===== src/rtl/fetch_unit_pkg.sv =====
// Shared constants and types for the instruction fetch stage.
// Holds the RISC-V word constants, default reset PC and FSM encodings.
package fetch_unit_pkg;

    localparam logic [31:0] RV_NOP           = 32'h0000_0013;
    localparam logic [31:0] RV_ZERO          = 32'h0000_0000;
    localparam logic [31:0] DEFAULT_RESET_PC = 32'h0000_0000;

    typedef enum logic {
        FETCH_RUN   = 1'b0,
        FETCH_FAULT = 1'b1
    } fetch_state_t;

    typedef struct packed {
        logic [31:0] word;
        logic [31:0] pc;
    } fetch_entry_t;

endpackage


===== src/rtl/fetch_queue.sv =====
// Small synchronous FIFO of fetched {word, pc} pairs.
// Flush wins over push and pop in the same cycle.
module fetch_queue
    import fetch_unit_pkg::*;
#(
    parameter int DEPTH = 2
) (
    input  logic                       clk,
    input  logic                       rst,
    input  logic                       push,
    input  fetch_entry_t               push_entry,
    input  logic                       pop,
    input  logic                       flush,
    output logic [$clog2(DEPTH):0]     count,
    output fetch_entry_t               head
);

    localparam int AW = $clog2(DEPTH);
    localparam int CW = AW + 1;

    fetch_entry_t   mem [DEPTH];
    logic [AW-1:0]  rd_ptr;
    logic [AW-1:0]  wr_ptr;

    // Pointer and occupancy bookkeeping; pointers wrap as DEPTH is a power of two.
    always_ff @(posedge clk or posedge rst) begin
        if (rst) begin
            rd_ptr <= '0;
            wr_ptr <= '0;
            count  <= '0;
        end else if (flush) begin
            rd_ptr <= '0;
            wr_ptr <= '0;
            count  <= '0;
        end else begin
            if (push) wr_ptr <= wr_ptr + 1'b1;
            if (pop)  rd_ptr <= rd_ptr + 1'b1;
            count <= count + CW'(push) - CW'(pop);
        end
    end

    // Entry storage; contents are meaningless until counted, so no reset.
    always_ff @(posedge clk) begin
        if (push && !flush) mem[wr_ptr] <= push_entry;
    end

    assign head = mem[rd_ptr];

endmodule


===== src/rtl/fetch_unit.sv =====
// Instruction fetch stage: owns the fetch PC, issues word reads, queues
// returned words with their PCs and hands them to decode one per cycle.
module fetch_unit
    import fetch_unit_pkg::*;
#(
    parameter logic [31:0] RESET_PC = DEFAULT_RESET_PC,
    parameter int          DEPTH    = 2
) (
    input  logic        clk,
    input  logic        rst,
    output logic        imem_req_valid,
    output logic [31:0] imem_req_addr,
    input  logic        imem_req_ready,
    input  logic        imem_resp_valid,
    input  logic [31:0] imem_resp_data,
    input  logic        redirect_valid,
    input  logic [31:0] redirect_pc,
    output logic        inst_valid,
    input  logic        inst_ready,
    output logic [31:0] inst,
    output logic [31:0] inst_pc,
    output logic        fault
);

    localparam int             CW      = $clog2(DEPTH) + 1;
    localparam logic [CW-1:0]  DEPTH_C = CW'(DEPTH);
    localparam logic [CW-1:0]  OUT_MAX = '1;

    fetch_state_t  state;
    fetch_state_t  state_next;
    logic [31:0]   pc;
    logic [31:0]   resp_pc;
    logic [CW-1:0] outstanding;
    logic [CW-1:0] drop;
    logic [CW-1:0] count;
    logic [CW-1:0] in_use;
    logic [CW-1:0] in_flight_next;
    fetch_entry_t  head;
    fetch_entry_t  push_entry;
    logic          run;
    logic          req_fire;
    logic          redir_ok;
    logic          redir_bad;
    logic          push;
    logic          pop;
    logic          flush;

    assign run       = (state == FETCH_RUN);
    assign redir_ok  = run && redirect_valid && (redirect_pc[1:0] == 2'b00);
    assign redir_bad = run && redirect_valid && (redirect_pc[1:0] != 2'b00);

    // Live entries: queued words plus kept responses still in flight.
    // Modular arithmetic is exact because the true value never exceeds DEPTH.
    assign in_use = count + outstanding - drop;

    // The outstanding guard keeps the counter from wrapping when repeated
    // redirects pile stale responses on top of fresh requests.
    assign imem_req_valid = run && !rst && (in_use < DEPTH_C)
                            && (outstanding != OUT_MAX);
    assign imem_req_addr  = pc;
    assign req_fire       = imem_req_valid && imem_req_ready;

    assign in_flight_next = outstanding + CW'(req_fire) - CW'(imem_resp_valid);

    assign inst_valid = run && (count != '0);
    assign inst       = inst_valid ? head.word : RV_ZERO;
    assign inst_pc    = inst_valid ? head.pc : RV_ZERO;
    assign fault      = (state == FETCH_FAULT);

    assign pop        = inst_valid && inst_ready && !redirect_valid;
    assign push       = run && !redirect_valid && imem_resp_valid && (drop == '0);
    assign flush      = !run || redirect_valid;
    assign push_entry = '{word: imem_resp_data, pc: resp_pc};

    fetch_queue #(.DEPTH(DEPTH)) u_queue (
        .clk        (clk),
        .rst        (rst),
        .push       (push),
        .push_entry (push_entry),
        .pop        (pop),
        .flush      (flush),
        .count      (count),
        .head       (head)
    );

    // FSM state register.
    always_ff @(posedge clk or posedge rst) begin
        if (rst) state <= FETCH_RUN;
        else     state <= state_next;
    end

    // Next state: a misaligned redirect parks the stage until reset.
    always_comb begin
        state_next = state;
        unique case (state)
            FETCH_RUN:   if (redir_bad) state_next = FETCH_FAULT;
            FETCH_FAULT: state_next = FETCH_FAULT;
        endcase
    end

    // PCs and in-flight counters; a redirect marks every in-flight response stale.
    always_ff @(posedge clk or posedge rst) begin
        if (rst) begin
            pc          <= RESET_PC;
            resp_pc     <= RESET_PC;
            outstanding <= '0;
            drop        <= '0;
        end else begin
            outstanding <= in_flight_next;
            if (redir_ok) begin
                pc      <= redirect_pc;
                resp_pc <= redirect_pc;
                drop    <= in_flight_next;
            end else begin
                if (req_fire) pc <= pc + 32'd4;
                if (push)     resp_pc <= resp_pc + 32'd4;
                if (imem_resp_valid && (drop != '0)) drop <= drop - 1'b1;
            end
        end
    end

endmodule


===== config.mk =====
export PLATFORM = sky130hd
export DESIGN_NAME = fetch_unit
export DESIGN_NICKNAME = d
export VERILOG_FILES = /design/src/rtl/fetch_unit_pkg.sv /design/src/rtl/fetch_queue.sv /design/src/rtl/fetch_unit.sv
export SDC_FILE = /design/constraint.sdc
export NUM_CORES = 1
export LEC_CHECK = 0
export CAP_MARGIN = 20
export CORE_UTILIZATION = 40
export DETAILED_ROUTE_END_ITERATION = 6
export PLACE_DENSITY = 0.76
export SYNTH_ARGS = -nofsm -noshare
export SYNTH_HDL_FRONTEND = slang
export SYNTH_SLANG_ARGS = --single-unit

===== constraint.sdc =====
create_clock -name clk -period 5.8 [get_ports clk]
set_input_delay 0.58 -clock clk [delete_from_list [all_inputs] [get_ports clk]]
set_output_delay 0.58 -clock clk [all_outputs]
set_load 0.02 [all_outputs]

Fig. 1: run 1, M2 wires
Cells faint in the background.
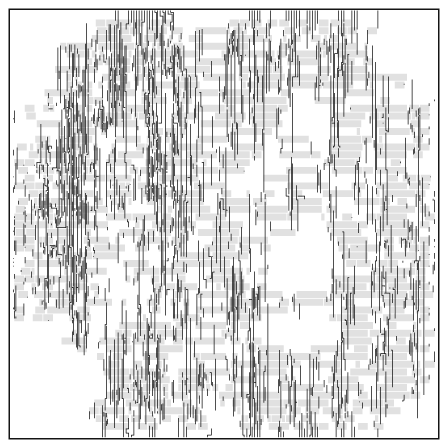
main direction	vertical
longest straight run	77.9 um
nets with wire on the layer	781
wire length on this layer	8980 um
share of all routed wire	47%

Fig. 2: run 1, clock routing
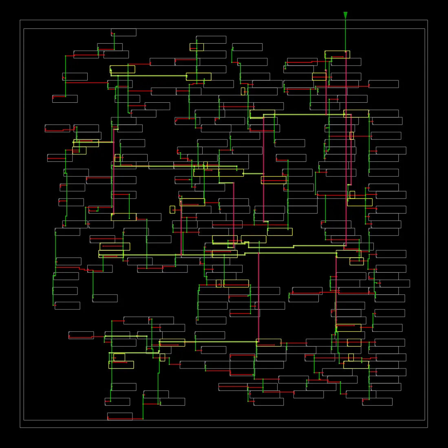
layout clock buffer count: 32
clk_skew: 0.0138 ns
CTS sink cnt: 201

Fig. 3: run 1, cell sizes after repair
The bar under the picture is 50 um long.
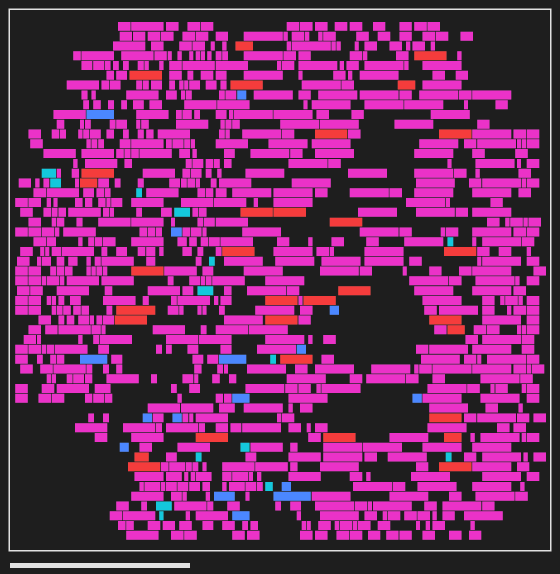
size	colour	cells	share	most used
x2	cyan	14	1.6%	clkinv_2
x1 and smaller	magenta	814	93%	clkdlybuf4s50_1
x3 and x4	blue	16	1.8%	buf_4
x6 and larger	red	31	3.5%	clkbuf_16
worst setup margin: 2.31 ns
Non-clk bufs: 176

Fig. 4: run 1, signal wires by layer
Two of the layers only.
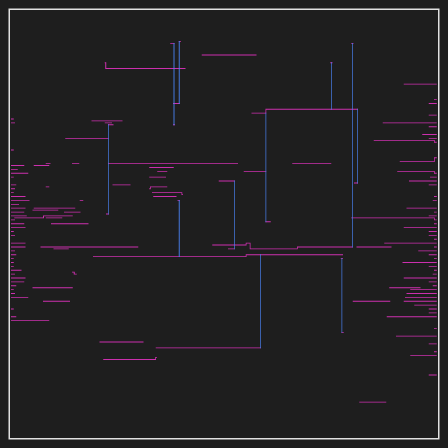
layer	colour	wire length
M4	blue	335 um
M3	magenta	1090 um

==> results.sh, run 1 <==
# flow metrics
export IMPL_rsz0062_at_grt="false"
export IMPL_grt_start_max_net_pins=66
export IMPL_ys_ff=201
export IMPL_cts_made_buffers=22
export IMPL_dp_cells=1110
export IMPL_ys_seq_share=0.647
export IMPL_drtIter0Drc=339
export IMPL_arrival_ns=2.91
export IMPL_netlist_area_leader_share=0.438
export IMPL_power_leader="sequential cells"
export IMPL_fp_util=0.412
export IMPL_top_cells_by_count="edfxtp_1, nor2_1, dfrtp_1"
export IMPL_maxSlewViolCount=0
export IMPL_max_cap_violations=0
export IMPL_dp_hpwl_mm=13.0
export IMPL_power_density_mw_per_mm2=311
export IMPL_synth_edff_count=128
export IMPL_yosysTopAreaCell="edfxtp_1"
export IMPL_cts_tree="yes"
export IMPL_seq_power_mw=1.71
export IMPL_status="finished clean"
export IMPL_grt_use_total=0.171
export IMPL_finalSetupViolCount=0
export IMPL_max_slew_margin=0.323
export IMPL_clk_pin_slew_worst_paths_ns=0.06
export IMPL_gp_congestion=0.847
export IMPL_h_tree_depth=1
export IMPL_ctsLongestPathBuffers=3
export IMPL_drc=0
export IMPL_async_flop_share=0.363
export IMPL_r2r_start="drop[0]"
export IMPL_cp_max_fo=37
export IMPL_adder_share=0.0114
export IMPL_ys_sh_aoi=0.0481
export IMPL_grt_pass1_wl_mm=30.0
export IMPL_final_cell_mix="clkdlybuf4s50_1, edfxtp_1, nor2_1, dfrtp_1, mux2i_1"
export IMPL_warning_count=26
export IMPL_reg2reg_depth=5
export IMPL_post_place_ws_ns=2.33
export IMPL_via_per_inst=5.12
export IMPL_wl_mm=19.3
export IMPL_fin_setup_tns_ns=0
export IMPL_yosysCellCount=693
export IMPL_ant_nets=0
export IMPL_switching_share=0.248
export IMPL_yosysWarnings=0
export IMPL_ys_area_sq_mm=0.00877
export IMPL_post_cts_resized=0
export IMPL_place_area_sq_mm=0.0107
export IMPL_ir_worst_vdd_uv=187
export IMPL_insertedDiodeCount=0
export IMPL_die_h_um=150
export IMPL_crit_buf_inv=2
export IMPL_crit_slowest_cell="dfrtp_4"
export IMPL_synthXorXnorAreaFrac=0.0555
export IMPL_pwr_share_seq=0.478
export IMPL_synthSimpleGateAreaFrac=0.137
export IMPL_layout_nets=937
export IMPL_synthesis_nets=771
export IMPL_p_leak_nw=4.01
export IMPL_hold_violations=0
export IMPL_synth_area_mux_share=0.0778
export IMPL_die_w_um=150
export IMPL_vias=5885
export IMPL_netlist_area_sq_mm=0.00877
export IMPL_post_drt_wl_per_cell_um=16.8
export IMPL_ys_types=42
export IMPL_min_path_type="input port to asynchronous set/reset pin"
export IMPL_numPortBuffers=168
export IMPL_max_freq_ghz=0.287
export IMPL_syn_area_per_cell_sq_um=12.7
export IMPL_drive_above_1_share=0.0697
export IMPL_design_area_sq_mm=0.0115
export IMPL_area_growth_pct=30.9
export IMPL_internal_power_mw=2.69
export IMPL_utilization=0.539
export IMPL_most_common_cell="edfxtp_1"
export IMPL_worstSetupPathType="flop to primary output"
export IMPL_finalCritPeriodShare=0.601
export IMPL_dieArea_sq_mm=0.0225
export IMPL_final_common_cell="clkdlybuf4s50_1"
export IMPL_hold_buffers=0
export IMPL_dr_pass1_iters=5
## run 1: registers in the layout (all words and copies together), names as in the netlist
register,flops
drop,2
u_queue.count,2
resp_pc,32
u_queue.wr_ptr,1
u_queue.rd_ptr,1
outstanding,2
fault,1
imem_req_addr,32
u_queue.mem,128
## run 1: layer usage
layer / vias up / track usage / part of all wire
met5: - / 0 / 0
met4: 0 / 0.0475 / 0.017
met3: 25 / 0.0238 / 0.056
met2: 195 / 0.275 / 0.47
met1: 2827 / 0.242 / 0.46
li1: 2838 / - / -
## run 1: cell type report
cell class | instances | area [sq um]
fillers | 1792 | 9810
flip-flops and latches | 201 | 5670
multi-input cells | 442 | 2910
repair buffers | 176 | 1740
clock buffers | 32 | 681
well taps | 275 | 344
clock inverters | 8 | 71.3
inverters | 16 | 60.1
Fig. 5: run 1, metal 4
The bar under the picture is 50 um long. Cells faint in the background.
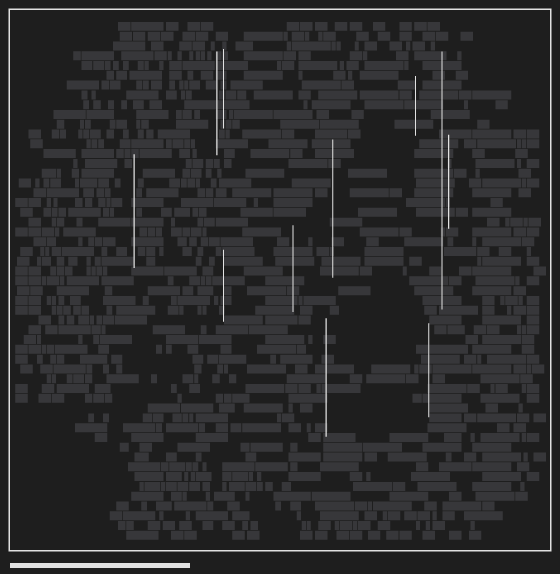

==> run 2, diff against run 1 <==
- PLACE_DENSITY: 0.76 -> 0.79
- clock period: 5.8 -> 2.9 ns (I/O delays scaled with it)
Fig. 6: run 2, metal 4
The bar under the picture is 50 um long. Cells faint in the background.
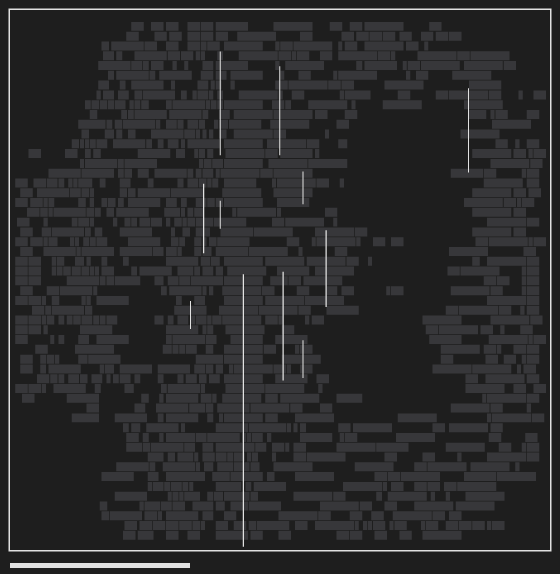
longest straight run	75.5 um
share of all routed wire	1.3%
wire length on this layer	256 um
main direction	vertical

==> results.sh, run 2 <==
# flow metrics
export IMPL_synthesis_nets=771
export IMPL_yosysTopAreaCell="edfxtp_1"
export IMPL_internal_power_mw=5.40
export IMPL_finalCritPeriodShare=0.951
export IMPL_power_density_mw_per_mm2=615
export IMPL_maxSlewViolCount=0
export IMPL_ys_seq_share=0.647
export IMPL_dr_wl_met2_mm=9.34
export IMPL_finalWorstSetupSlack_ns=0.142
export IMPL_grt_start_max_net_pins=65
export IMPL_clkbuf_count=29
export IMPL_n_fill_cell=1712
export IMPL_comb_cell_share=0.251
export IMPL_top_layer="met4"
export IMPL_post_drt_wl_per_cell_um=16.7
export IMPL_use_met1=0.233
export IMPL_utilization=0.545
export IMPL_synth_edff_count=128
export IMPL_post_cts_resized=1
export IMPL_synthXorXnorAreaFrac=0.0555
export IMPL_met3_usage=0.0314
export IMPL_p_leak_nw=4.07
export IMPL_grt_use_total=0.174
export IMPL_worstSetupPathType="flop to primary output"
export IMPL_final_cell_mix="clkdlybuf4s50_1, edfxtp_1, nor2_1, dfrtp_1, mux2i_1"
export IMPL_top_cells_by_count="edfxtp_1, nor2_1, dfrtp_1"
export IMPL_adder_share=0.0114
export IMPL_buffers_excl_clock=186
export IMPL_vias=5964
export IMPL_ctsLongestPathBuffers=3
export IMPL_warning_count=26
export IMPL_dp_cells=1120
export IMPL_area_share_clock_buf_inv=0.0639
export IMPL_drc=0
export IMPL_cts_tree="yes"
export IMPL_h_tree_depth=1
export IMPL_clk_pin_slew_worst_paths_ns=0.06
export IMPL_async_flop_share=0.363
export IMPL_ys_sh_aoi=0.0481
export IMPL_buf_share=0.162
export IMPL_layout_nets=947
export IMPL_cts_made_buffers=22
export IMPL_power_leader="sequential cells"
export IMPL_ys_ff=201
export IMPL_cp_max_fo=3
export IMPL_finalSetupViolCount=0
export IMPL_m1WireLength_mm=8.53
export IMPL_post_place_ws_ns=0.421
export IMPL_synth_area_mux_share=0.0778
export IMPL_pwr_share_seq=0.479
export IMPL_sh_seq_area=0.489
export IMPL_status="finished clean"
export IMPL_logic_gates=442
export IMPL_seq_area_sq_mm=0.00567
export IMPL_hold_violations=0
export IMPL_dieArea_sq_mm=0.0225
export IMPL_synthSimpleGateAreaFrac=0.137
export IMPL_design_area_sq_mm=0.0116
export IMPL_rsz0062_at_grt="false"
export IMPL_dr_pass1_iters=4
export IMPL_hold_buffers=0
export IMPL_drtIter0Drc=359
export IMPL_netlist_area_sq_mm=0.00877
export IMPL_final_common_cell="clkdlybuf4s50_1"
export IMPL_arrival_ns=2.47
export IMPL_wl_met3_mm=1.25
export IMPL_drive_above_1_share=0.0768
export IMPL_insertedDiodeCount=0
export IMPL_max_slew_margin=0.616
export IMPL_fin_skew_ns=0.0138
export IMPL_place_area_sq_mm=0.0109
export IMPL_seq_power_mw=3.42
export IMPL_die_h_um=150
Fig. 7: run 2, signal wires by layer
Two of the layers only.
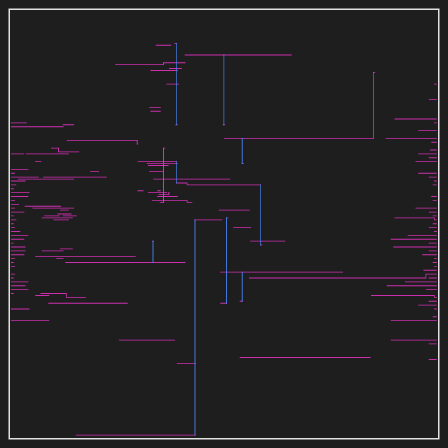
layer	colour	wire length
M4	blue	256 um
M3	magenta	1250 um

[run 2: cell types whose count changed in the layout (fill, tap and decap cells not counted)]
| cell | previous run | this run |
|---|---|---|
| inv_8 | 1 | 0 |
| or2_4 | 1 | 2 |
| buf_12 | 0 | 5 |
| clkinv_1 | 0 | 1 |
| clkbuf_8 | 5 | 1 |
| inv_4 | 0 | 1 |
| clkbuf_1 | 3 | 5 |
| or2_2 | 1 | 0 |
| clkinv_4 | 0 | 1 |
| clkbuf_16 | 24 | 23 |
| bufinv_16 | 1 | 3 |
| clkinv_2 | 6 | 5 |
| buf_4 | 8 | 13 |
[run 2: critical path, stage by stage (launching register included)]
cell and delay, ns:
dfrtp_1 0.38, inv_1 0.10, ha_1 0.23, nor2b_1 0.16, xnor3_1 0.37, and2_1 0.20
clkdlybuf4s50_1 0.54
Fig. 8: run 2, M2 wires
Cells faint in the background.
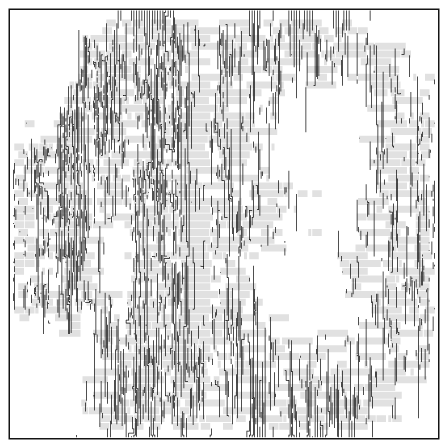

==> run 3, diff against run 2 <==
- CORE_UTILIZATION: 40 -> 45
- GPL_TIMING_DRIVEN: unset -> 0
- PLACE_DENSITY: 0.79 -> 0.86
Fig. 9: run 3, M2 wires
Cells faint in the background.
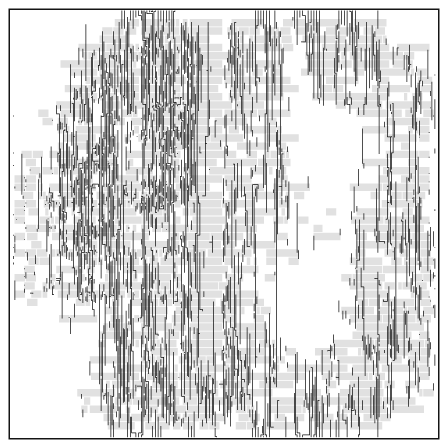
share of all routed wire	49%
longest straight run	78.5 um
nets with wire on the layer	825
main direction	vertical
wire length on this layer	10000 um
met2 GRT Util: 0.346
DRT Wirelength: 20.6 mm
Vias: 6151

Fig. 10: run 3, cell sizes after repair
The bar under the picture is 50 um long.
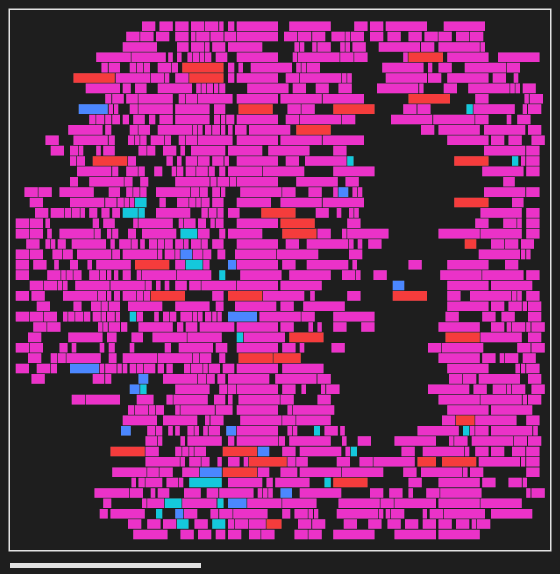
size	colour	cells	share	most used
x2	cyan	22	2.4%	buf_2
x3 and x4	blue	16	1.8%	buf_4
x1 and smaller	magenta	829	92%	clkdlybuf4s50_1
x6 and larger	red	32	3.6%	clkbuf_16

==> results.sh, run 3 <==
# flow metrics
export IMPL_status="finished clean"
export IMPL_pwr_share_seq=0.470
export IMPL_use_met1=0.275
export IMPL_yosysTopAreaCell="edfxtp_1"
export IMPL_arrival_ns=2.52
export IMPL_finalWorstSetupSlack_ns=0.0859
export IMPL_utilization=0.614
export IMPL_place_area_sq_mm=0.0108
export IMPL_insertedDiodeCount=0
export IMPL_maxSlewViolCount=0
export IMPL_adder_share=0.0114
export IMPL_cp_max_fo=10
export IMPL_clk_pin_slew_worst_paths_ns=0.06
export IMPL_drive_above_1_share=0.0779
export IMPL_h_tree_depth=1
export IMPL_ys_seq_share=0.647
export IMPL_finalSetupViolCount=0
export IMPL_power_leader="sequential cells"
export IMPL_cts_made_buffers=21
export IMPL_crit_buf_inv=3
export IMPL_hold_violations=0
export IMPL_rsz0062_at_grt="false"
export IMPL_drc=0
export IMPL_ctsLongestPathBuffers=3
export IMPL_warning_count=26
export IMPL_final_common_cell="clkdlybuf4s50_1"
export IMPL_top_layer="met4"
export IMPL_wl_met3_mm=1.31
export IMPL_power_density_mw_per_mm2=627
export IMPL_synthesis_nets=771
export IMPL_grt_start_max_net_pins=74
export IMPL_async_flop_share=0.363
export IMPL_m1WireLength_mm=8.71
export IMPL_layout_nets=963
export IMPL_design_area_sq_mm=0.0116
export IMPL_internal_power_mw=5.49
export IMPL_post_cts_resized=13
export IMPL_n_fill_cell=1431
export IMPL_cts_tree="yes"
[run 3: cell counts after synthesis]
Identical to the previous run, type by type.
[run 3: layout make-up]
cell class              instances  area share
inverters                      16     0.00539
repair buffers                170       0.148
flip-flops and latches        201       0.489
clock buffers                  25      0.0502
clock inverters                12      0.0148
well taps                     260      0.0280
multi-input cells             442       0.251
plain buffers                  33      0.0136
[run 3: worst max path at each step]
stage | startpoint | slack [ns] | cells past startpoint | endpoint
final | u_queue.rd_ptr | 0.09 | 5 | inst_pc[25]
after global routing | u_queue.rd_ptr | 0.008 | 5 | inst_pc[25]
after CTS | u_queue.count[0] | 0.007 | 8 | imem_req_valid
after detailed placement | u_queue.rd_ptr | -0.05 | 5 | inst_pc[25]
after global placement | rst | -0.49 | 2 | resp_pc[16]
after floorplan | fault | 0.40 | 4 | u_queue.mem[0][0]
